### Clock wiring as the flow saved it

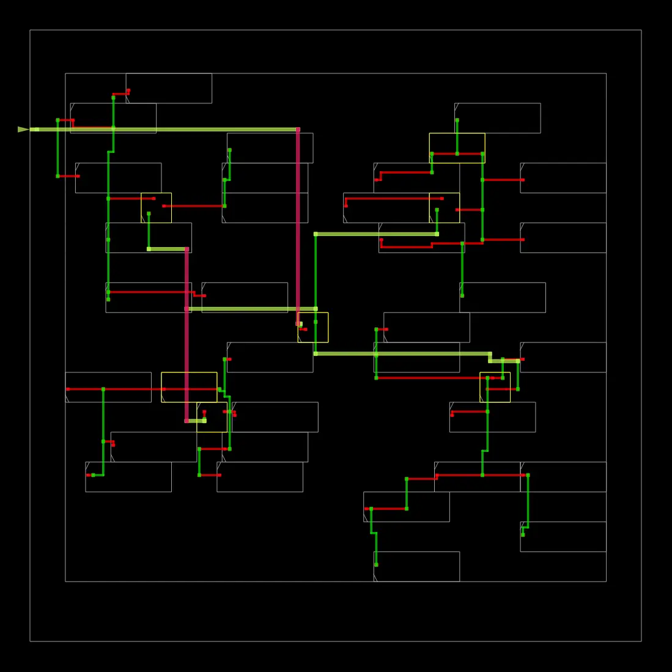
### Selected gate families

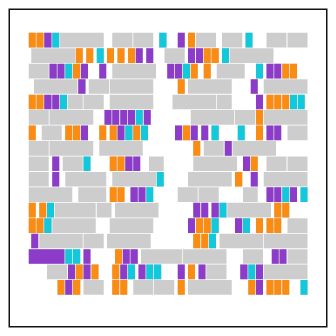
Design mips_data_register, sky130hd; sources not shown.
==> changes_impl.md <==
### Physical design

* Initial DRC count at 45
* Final setup fails at 32
* Simple Share, Synth at 37.4%
* Fillers at 147
* Mux share at 0%
* Yosys Chip Area at 1330 um2
* Final Cell Area at 1790 um2
* Non-clock buffer share at 21.3%
* Max cap viols at 0
* First-pass DRT Iterations at 4
* N_diodes at 0
* Clock power frac at 31.5%
* Run status: complete, but fails checks
* CP Data Arrival Time at 670 ps
* Post-synth top area cell: dfxtp_1
* Total power at 3140 uW
* Top cells by area: dfxtp_1, nand2_1, nor2_1, inv_1, buf_6
* CP endpoint kind: primary output
* Most common reg cell: dfxtp_1
* Gate power share at 12.6%
* Complex Gates by Area at 0%
* Register-to-Register Path Depth at 4
* Sequential share of cell area at 38.1%
* Non-clk bufs at 35
* DR WL/cell at 12.1 um
* GR Util met3 at 11.1%
* Dpl hpwl at 1810 um
* Wl on met1 at 1160 um
* Top logic family: simple AND/OR/NAND/NOR gates
* Vias at 1241
* Final setup TNS at -827 ps
* Die area at 3090 um2
* CP startpoint kind: flop
* Most frequent cells in the layout: nor2_1, nand2_1, inv_1
* Inverters at 34
* Tightest Pin Transition at 144 ps
* P_comb at 397 uW
* Int Pwr at 2400 uW
* Tcrit/Tclk final at 104%
* DRC at 0
* Post-CTS Setup Bufs at 0
* Async set or reset register ratio after synthesis at 0%
* Clock Pin Slew Worst Setup and Hold Paths at 90 ps
* Max-slew violations at 0
* I/O pins at 69
* Adder Area Share at 0%
* Cell depth of the worst setup path at 0
* NetSw at 748 uW
* Top cells by instance count after synthesis: nand2_1, nor2_1, inv_1
* Sink Count at 32
* Die height at 55.6 um
* Lkg Pwr at 0.000950 uW
* Tool warning count at 28
* Mapped Area at 1330 um2
* DR WL met2 at 1680 um
* FP Util at 58.4%
* Slew headroom at 90.4%
* RePlAce Congestion at 0.684
* Row cnt at 17
* Largest net degree at the start of global routing at 33
* Sequential Power Share at 55.9%
* Leading power group: sequential cells
* First-pass GRT wire length at 5230 um
* Core ar. at 2280 um2
* Yosys xor share at 0%
* Worst hold path cell count at 4
* Syn_area_per_cell at 6.52 um2
* Chip width at 55.6 um
* Flip-flops with a built-in enable at 0
* Nets at 274
* Hold Crit Class: input pin to flop
* #FFs+latches synth at 32
* Register area at 681 um2
* Comb. cell area at 498 um2
* Pwr/cell area at 1760 nW/um2
* Seq power at 1760 uW
* Gr usage total at 21.9%
* Max Freq at 1.20 GHz
* CLK BUF at 7
* Min cycle time layout at 833 ps
* Distinct lib cells at 7
* Post-Route WL at 3210 um
* Top layer in use: met4
* Ys cells at 204
* Failing checks: negative setup slack
* Initial antenna violation count at 0
* GRT busiest layer: met2
* Final worst slack at -33.1 ps
* Reg2reg setup slack at 120 ps
* Yosys warning count at 0
* Maximum VDD drop at 1.71 mV
* RSZ-0062 raised after global routing: yes
* H-Tree Depth at 2
* Final tally of hold violations at 0
* Total grt overflow at 0
* Mapped Cells at 204
* Routed wl met3 at 324 um
* Switching Fraction at 23.8%
* Top cell area share at 48.2%
* CTS tree: done
* Vias in the first global route at 1248
* Comb gates at 129
* Area grow syn2layout at 34.3%
* Tap cells at 28
* Hold-fix buffers at CTS at 32
* M1 GR Usage at 19.7%
* Clk root buf: clkbuf_4
* Clock-cell share at 3.64%
* Post-synth seq share at 48.2%
* Post-cts repair resize count at 32
* GR Util met2 at 41.9%
* Clk buf depth at 2
* Setup Crit Path Kind: flop to primary output
* Total CTS buffers at 5
* Crit-path max FO at 2
* Final Util at 78.5%
* Top cell category: registers
* Final hold slack at 174 ps
* Placed Area at 1360 um2
* Latency at later pin at 310 ps
* Dpl ws at 5.94 ps
* Post-Syn Nets at 241
* Max reg flops at 32
* Share of layout cells above drive strength 1 at 18.1%
* Vias/cell at 4.68
* Input/output buffers at 0
* Placed cells at 226
* Antenna-violating nets left at 0
* CP required at 640 ps
## Picture notes: 'Clock wiring as the flow saved it'
Worst Clk Skew: 0 ps
flip-flops: 32
clk pwr: 990 uW

## Picture notes: 'Selected gate families'
Purple is NAND gates, cells 65, most used nand2_1, where widely spread. Orange is NOR gates, cells 64, most used nor2_1, where widely spread. Cyan is inverters, cells 34, most used inv_1, where widely spread.
logic share of the area: 27.9%
final cell count without fillers: 265

No activity file was given, so power comes from the tool's default toggle rates.
